run_1/drive_strength.png
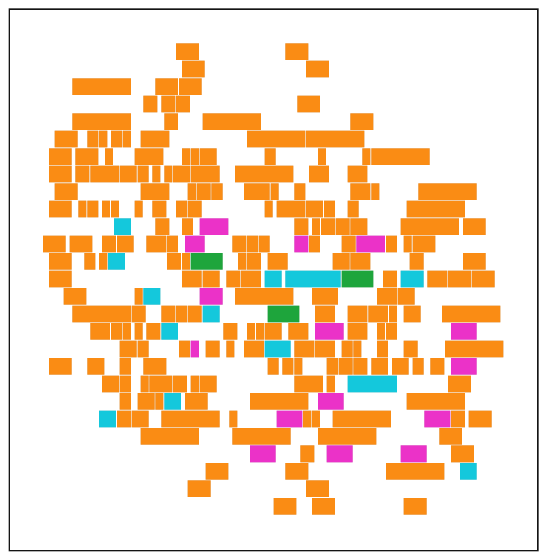
run_1/gate_families.png
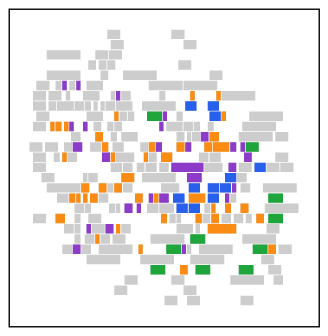
run_1/final_clocks.png
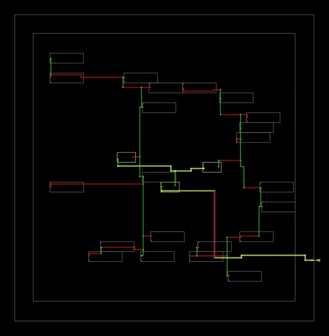
$ cat config.mk
export PLATFORM = sky130hd
export DESIGN_NAME = systolic_seq_ctrl
export DESIGN_NICKNAME = d
export VERILOG_FILES = /design/src/rtl/systolic_seq_ctrl.sv
export SDC_FILE = /design/constraint.sdc
export NUM_CORES = 1
export LEC_CHECK = 0
export CAP_MARGIN = 20
export CORE_AREA = 5 5 77 79
export DETAILED_ROUTE_END_ITERATION = 8
export DIE_AREA = 0 0 82 84
export PLACE_DENSITY_LB_ADDON = 0.3
export SKIP_CTS_REPAIR_TIMING = 1
export SLEW_MARGIN = 20
export SYNTH_ARGS = -nofsm -noshare
export SYNTH_HDL_FRONTEND = slang
export SYNTH_SLANG_ARGS = --single-unit
$ cat constraint.sdc
create_clock -name clk -period 2.8 [get_ports clk]
set_input_delay 0.42 -clock clk [delete_from_list [all_inputs] [get_ports clk]]
set_output_delay 0.42 -clock clk [all_outputs]
set_load 0.02 [all_outputs]
$ cat src/rtl/systolic_seq_ctrl.sv
// Phase sequencer for the systolic array: LOAD_W / FEED / SKEW / COLLECT / DRAIN per tile.
// Define SYSCTRL_PERF_EN to add the perf_cycles / perf_stalls counters.
module systolic_seq_ctrl #(
  parameter int ARRAY_H = 4,
  parameter int ARRAY_W = 4,
  parameter int DSP_DLY = 1,
  parameter int TILE_W  = 8,
  parameter int ROW_W   = (ARRAY_H > 1) ? $clog2(ARRAY_H) : 1
) (
  input  logic              clk,
  input  logic              rst,
  input  logic              start,
  input  logic              abort,
  input  logic [TILE_W-1:0] num_tiles,
  input  logic              out_ready,
  output logic              busy,
  output logic              done,
  output logic [TILE_W-1:0] tile_idx,
  output logic              weight_buffer_load_en,
  output logic              weight_buffer_out_en,
  output logic              write_weight_en,
  output logic              input_buffer_load_en,
  output logic              input_buffer_out_en,
  output logic              output_buffer_load_en,
  output logic              output_buffer_out_en,
  output logic [ROW_W-1:0]  w_row,
  output logic [ROW_W-1:0]  act_row,
  output logic [ROW_W-1:0]  res_row
`ifdef SYSCTRL_PERF_EN
  ,
  output logic [31:0]       perf_cycles,
  output logic [31:0]       perf_stalls
`endif
);

  localparam int SKEW_LEN = DSP_DLY * (ARRAY_W - 1);
  localparam int COLL_LEN = 2 * DSP_DLY * ARRAY_H;
  localparam int MAX_A    = (COLL_LEN > SKEW_LEN) ? COLL_LEN : SKEW_LEN;
  localparam int MAX_LEN  = (MAX_A > ARRAY_H) ? MAX_A : ARRAY_H;
  localparam int CNT_W    = (MAX_LEN > 1) ? $clog2(MAX_LEN) : 1;

  localparam logic [CNT_W-1:0] LAST_ROW  = CNT_W'(ARRAY_H - 1);
  localparam logic [CNT_W-1:0] LAST_SKEW = CNT_W'((SKEW_LEN > 0) ? SKEW_LEN - 1 : 0);
  localparam logic [CNT_W-1:0] LAST_COLL = CNT_W'(COLL_LEN - 1);
  localparam logic [CNT_W-1:0] CNT_ONE   = CNT_W'(1);

  typedef enum logic [2:0] {
    S_IDLE, S_LOAD_W, S_FEED, S_SKEW, S_COLLECT, S_DRAIN, S_DONE
  } state_t;

  state_t            state_q, state_d;
  logic [CNT_W-1:0]  cnt_q, cnt_d;
  logic [TILE_W-1:0] tile_q, tile_d;
  logic [TILE_W-1:0] ntiles_q, ntiles_d;
  logic              start_acc;

  assign start_acc = (state_q == S_IDLE) && start && !abort;

  always_ff @(posedge clk or negedge rst) begin
    if (!rst) begin
      state_q  <= S_IDLE;
      cnt_q    <= '0;
      tile_q   <= '0;
      ntiles_q <= '0;
    end else begin
      state_q  <= state_d;
      cnt_q    <= cnt_d;
      tile_q   <= tile_d;
      ntiles_q <= ntiles_d;
    end
  end

  // cnt_q is the in-phase position; it restarts at 0 on every phase change.
  always_comb begin
    state_d  = state_q;
    cnt_d    = cnt_q;
    tile_d   = tile_q;
    ntiles_d = ntiles_q;
    case (state_q)
      S_IDLE: begin
        cnt_d  = '0;
        tile_d = '0;
        if (start_acc) begin
          ntiles_d = num_tiles;
          state_d  = (num_tiles == '0) ? S_DONE : S_LOAD_W;
        end
      end
      S_LOAD_W: begin
        if (cnt_q == LAST_ROW) begin
          cnt_d   = '0;
          state_d = S_FEED;
        end else begin
          cnt_d = cnt_q + CNT_ONE;
        end
      end
      S_FEED: begin
        if (cnt_q == LAST_ROW) begin
          cnt_d   = '0;
          state_d = (SKEW_LEN > 0) ? S_SKEW : S_COLLECT;
        end else begin
          cnt_d = cnt_q + CNT_ONE;
        end
      end
      S_SKEW: begin
        if (cnt_q == LAST_SKEW) begin
          cnt_d   = '0;
          state_d = S_COLLECT;
        end else begin
          cnt_d = cnt_q + CNT_ONE;
        end
      end
      S_COLLECT: begin
        if (cnt_q == LAST_COLL) begin
          cnt_d   = '0;
          state_d = S_DRAIN;
        end else begin
          cnt_d = cnt_q + CNT_ONE;
        end
      end
      // Drain only advances on beats the downstream accepts.
      S_DRAIN: begin
        if (out_ready) begin
          if (cnt_q == LAST_ROW) begin
            cnt_d = '0;
            if (tile_q == ntiles_q - TILE_W'(1)) begin
              state_d = S_DONE;
            end else begin
              tile_d  = tile_q + TILE_W'(1);
              state_d = S_LOAD_W;
            end
          end else begin
            cnt_d = cnt_q + CNT_ONE;
          end
        end
      end
      S_DONE: begin
        cnt_d   = '0;
        tile_d  = '0;
        state_d = S_IDLE;
      end
      default: begin
        cnt_d   = '0;
        tile_d  = '0;
        state_d = S_IDLE;
      end
    endcase
    if (abort && (state_q != S_IDLE)) begin
      state_d = S_IDLE;
      cnt_d   = '0;
      tile_d  = '0;
    end
  end

  assign busy                  = (state_q != S_IDLE);
  assign done                  = (state_q == S_DONE);
  assign tile_idx              = tile_q;
  assign weight_buffer_load_en = (state_q == S_LOAD_W);
  assign weight_buffer_out_en  = (state_q == S_FEED);
  assign write_weight_en       = (state_q == S_FEED);
  assign input_buffer_load_en  = (state_q == S_FEED);
  assign input_buffer_out_en   = (state_q == S_SKEW) || (state_q == S_COLLECT);
  assign output_buffer_load_en = (state_q == S_COLLECT);
  assign output_buffer_out_en  = (state_q == S_DRAIN) && out_ready;
  assign w_row                 = (state_q == S_LOAD_W) ? cnt_q[ROW_W-1:0] : '0;
  assign act_row               = (state_q == S_FEED)   ? cnt_q[ROW_W-1:0] : '0;
  assign res_row               = (state_q == S_DRAIN)  ? cnt_q[ROW_W-1:0] : '0;

`ifdef SYSCTRL_PERF_EN
  // Counters restart with each accepted job and freeze once it is over.
  always_ff @(posedge clk or negedge rst) begin
    if (!rst) begin
      perf_cycles <= '0;
      perf_stalls <= '0;
    end else if (start_acc) begin
      perf_cycles <= '0;
      perf_stalls <= '0;
    end else if (busy) begin
      if (perf_cycles != 32'hFFFF_FFFF) perf_cycles <= perf_cycles + 32'd1;
      if ((state_q == S_DRAIN) && !out_ready && (perf_stalls != 32'hFFFF_FFFF))
        perf_stalls <= perf_stalls + 32'd1;
    end
  end
`endif

endmodule

==> results.toml, run 1 <==
# yosys + openroad results
[outcome]
status = "completed"

[pwr]
intPower_mw = 0.988
p_comb_share_pct = 56.7
total_switching_power_mw = 0.773
p_clk_share_pct = 11.4

[timing]
finalCritPeriodShare_pct = 86.3
max_slew_margin_pct = 62.8
min_period_ps = 2420
finalSetupViolations = 0
hold_viol_final = 0
maxSlewViolCount = 0
worstMarginPinSlew_ps = 554
timing.fmax_ghz = 0.414
rsz0062_at_grt = "no"

[yosys]
syn_avg_cell_area_um2 = 8.73
ys_chip_area_um2 = 1820
synthArstFlopShare_pct = 100
syn_inst = 208
ys_types = 58
synth-seq-cells = 22
topCellsByArea = "dfrtp_1, mux2_2, ha_1"
ys_seq_share_pct = 30.3
ys_warn_count = 0
ys.flop_type = "dfrtp_1"

[setup_path]
crit_path_cell_trace = "nor2b_1 > buf_4 > nand2_1 > nor2_1 > clkdlybuf4s50_1"
reg2reg_from = "ntiles_q[0]"
cp.arrival_ps = 2000
path_class = "reg2out"
cp_max_fo = 13
max_stage_delay_ps = 610
rr_worst_depth = 9
end_kind = "output port"

[global_routing]
grt.overflow.total = 0
grt_max_degree = 23
grt_pass1_wl_mm = 7.39
grt_pass1_vias = 1577

[routing]
dr.first_iter.drc_count = 96
drc = 0
wire_per_inst_um = 13.8
num_vias = 1645
first_pass_iters = 4
via_per_inst = 5.22

[floorplanning]
core-area_um2 = 5270
rows = 27
chipHeight_um = 84
die-width_um = 82
initial_utilization_pct = 34.4
io_pins = 36

[layout]
logic_area_um2 = 1160
layout_top_cells = "clkdlybuf4s50_1, dfrtp_1, nor2_1"
n_antenna_cell = 0
final_util_pct = 43.6
drive_above_1_share_pct = 12.8
syn2layout_area_growth_pct = 26.5

[clock_tree]
cts_tree = "yes"
path_clk_slew_ps = 80

[hold_path]
hp-class = "in2async"

[placement]
io_buffers = 35
gp_congestion = 0.790
Back to the opening pictures, drive_strength.png:
Key: green = drive 6 and up [cells 3]; magenta = drive 2 [cells 15]; cyan = drive 3 to 4 [cells 13]; orange = drive 1 or less [cells 212]

Back to the opening pictures, gate_families.png:
Key: green = multiplexers [cells 10]; blue = XOR/XNOR gates [cells 12]; orange = NOR gates [cells 43]; purple = NAND gates [cells 28]

Back to the opening pictures, final_clocks.png:
CTS buffer count: 3
Worst Skew: 6.51 ps
clock sinks: 22
flop count: 22

run 1: cell usage after synthesis, types with 2 or more instances:
cell type and instances:
a31oi_1 2, buf_4 3, o31ai_1 3, nor4_1 6, nor2b_1 6, nand2_1 14, clkbuf_1 3, o21ai_0 3
ha_1 7, nand4_1 2, nand2b_1 5, o21bai_1 3, nor3b_1 2, nor3_1 7, and2_1 3, dfrtp_1 22
nor2_1 16, nand3_1 3, o32a_1 2, a211oi_1 4, a211o_1 2, o21ai_1 9, xnor2_1 8, nand3b_1 2
a21oi_1 9, inv_1 9, o22ai_1 2, xor2_1 4, nor4_2 2, buf_2 4, mux2_2 8, and3_1 7
run 1: final cells by class:
type                       instances  share of cell area [%]
multi-input combinational        164                    50.5
clock buffer                       3                    1.80
timing repair buffer              44                    18.2
sequential                        22                    24.0
tap                               72                    3.92
inverter                          10                    1.63
run 1: critical path: cells and delay by family (launching register included):
family / cells / cell delay (ps)
buffers and inverters: 2 / 770
DFF: 1 / 610
and+or+nand+nor: 3 / 350
run 1: final timing paths:
path | end | slack [ps]
setup / recovery | res_row[0] | 380
hold / removal | ntiles_q[3] | 510
setup reg to reg | tile_idx[7] | 420
hold reg to reg | cnt_q[0] | 540
max in group asynchronous | tile_idx[2] | 2050
min in group clk | cnt_q[0] | 540
run 1: stage by stage:
step | hold WS [ps] | setup WS [ps] | area [um2]
after floorplan | 124 | 589 | 1820
after global placement | 511 | 411 | 2250
after detailed placement | 532 | 332 | 2250
after CTS | 516 | 362 | 2300
after global routing | 547 | 211 | 2300
final | 512 | 383 | 2300
run 1: sequential cells by signal (all words and copies together) (netlist names):
signal,cells
state_q,3
cnt_q,3
ntiles_q,8
tile_idx,8
run 1: kinds of logic (layout without fill, tap and decap cells):
group	after synthesis	after routing	synth area share [%]
AND/OR/NAND/NOR	85	85	28.5
AND-OR/OR-AND	50	50	18.6
flip-flops	22	22	30.3
adder cells (fa/ha/maj)	7	7	4.82
buffers and inverters	22	57	5.86
multiplexers	10	10	6.13
XOR/XNOR	12	12	5.79
run 1: routing by layer:
layer | track usage, % | vias up | wire length, um
li1 | - | 823 | -
met3 | 3.02 | 4 | 249
met1 | 17.3 | 765 | 1990
met4 | 2.42 | 0 | 44
met5 | 0 | - | 0
met2 | 22.1 | 53 | 2070
run 1: power by group through the flow:
stage / registers [mW] / logic, mW / clock network, mW
floorplan: 0.490 / 0.807 / 0
global placement: 0.565 / 0.997 / 0
detailed placement: 0.564 / 1.00 / 0
CTS: 0.560 / 1.01 / 0.209
global route: 0.580 / 1.11 / 0.221
finish: 0.562 / 0.998 / 0.200
==> run 1 -> run 2 <==
SETUP_SLACK_MARGIN = 0.15   (was unset)
run_2/drive_strength.png
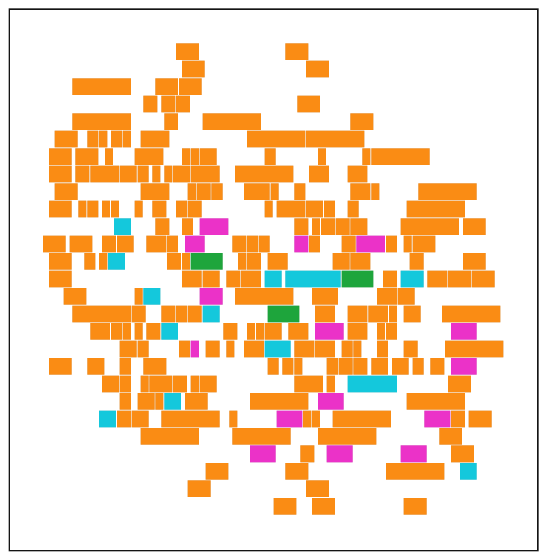
Key: green = drive 6 and up [cells 3]; magenta = drive 2 [cells 15]; cyan = drive 3 to 4 [cells 13]; orange = drive 1 or less [cells 212]

run_2/met2.png
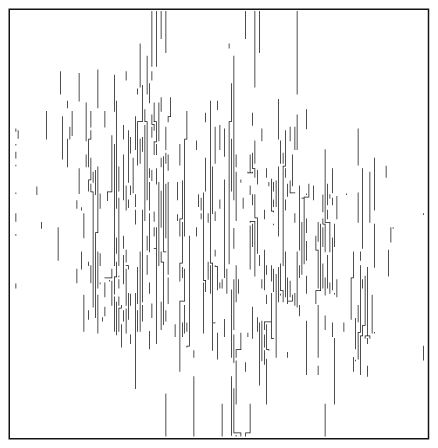
The wires run mostly vertical. The layer carries 2,070 um of wire.

==> run 2 against run 1 <==
Effect of this change: first-iteration DRC count did not move; setup slack did not move; clock skew did not move; routed wire length did not move; combinational power barely moved; fmax did not move; design area did not move; power did not move; non-clock buffer count did not move; highest routed layer unchanged; largest cell class unchanged; via count did not move; sequential cell count did not move.
==> results.toml, run 2 <==
# yosys + openroad results
[timing]
worstMarginPinSlew_ps = 554
max_slew_margin_pct = 62.8
finalCritPeriodShare_pct = 86.3
maxSlewViolCount = 0
rsz0062_at_grt = "no"
timing.fmax_ghz = 0.414

[yosys]
synth-seq-cells = 22
ys_seq_share_pct = 30.3
top_cells_by_count = "dfrtp_1, nor2_1, nand2_1"
ys_types = 58
ys_chip_area_um2 = 1820
ys_warn_count = 0
syn_inst = 208

[hold_path]
hp-class = "in2async"

[floorplanning]
chipHeight_um = 84
die-width_um = 82
initial_utilization_pct = 34.4

[clock_tree]
cts.sinks = 22
cts_tree = "yes"
cts_buffers = 3

[setup_path]
cp-endpoint = "res_row[0]"
r2r_slack_ps = 420
cp_max_fo = 13
r2r_end = "tile_idx[7]"
cp.arrival_ps = 2000
end_kind = "output port"
reg2reg_from = "ntiles_q[0]"

[global_routing]
grt_max_degree = 23

[layout]
logic_area_um2 = 1160
n_antenna_cell = 0
syn2layout_area_growth_pct = 26.5

[placement]
io_buffers = 35
placed_area_um2 = 2250

[routing]
via_per_inst = 5.22
dr.first_iter.drc_count = 96
first_pass_iters = 4
drc = 0
num_vias = 1645
dr_wl_met3_um = 249

[outcome]
status = "completed"
-- run 2: cell counts after synthesis --
No cell type changed its count.
-- run 2: area by class of cell --
type | count | share of cell area (%)
clock buffer | 3 | 1.80
inverter | 10 | 1.63
multi-input combinational | 164 | 50.5
sequential | 22 | 24.0
tap | 72 | 3.92
timing repair buffer | 44 | 18.2
-- run 2: metrics by stage --
stage,power (mW),cells,utilization (%)
finish,1.76,315,43.6
global route,1.91,315,43.6
CTS,1.78,315,43.6
detailed placement,1.56,312,42.8
global placement,1.56,312,42.8
floorplan,1.30,208,-
-- run 2: worst max-delay path, cell delays in order, from the launching register on --
cell	delay, ps
dfrtp_1	610
nor2b_1	180
buf_4	160
nand2_1	70
nor2_1	100
clkdlybuf4s50_1	610
-- run 2: layer usage --
metal | GRT usage, % | vias to the layer above
met1 | 17.3 | 765
met4 | 2.42 | 0
li1 | - | 823
met2 | 22.1 | 53
met3 | 3.02 | 4
met5 | 0 | -
-- run 2: cell families after synthesis --
kind of cell / count (synthesis) / share of synthesized area [%]
buffers and inverters: 22 / 5.86
DFF: 22 / 30.3
muxes: 10 / 6.13
xor gates and xnor gates: 12 / 5.79
adders and majority gates: 7 / 4.82
and+or+nand+nor: 85 / 28.5
AOI/OAI and AO/OA: 50 / 18.6
-- run 2: how the worst min path moves through the flow --
stage,start,endpoint,slack (ps)
after floorplan,rst,cnt_q[0],120
after global placement,cnt_q[0],cnt_q[0],510
after detailed placement,ntiles_q[7],ntiles_q[7],530
after CTS,rst,ntiles_q[3],520
after global routing,rst,ntiles_q[5],550
final,rst,ntiles_q[3],510
-- run 2: report_power, final --
part	switching, mW	leakage [nW]	internal [mW]
logic	0.507	0.610	0.491
clock network	0.104	0.0216	0.0961
registers	0.161	0.287	0.401
Power is estimated from default activity; no workload was simulated.
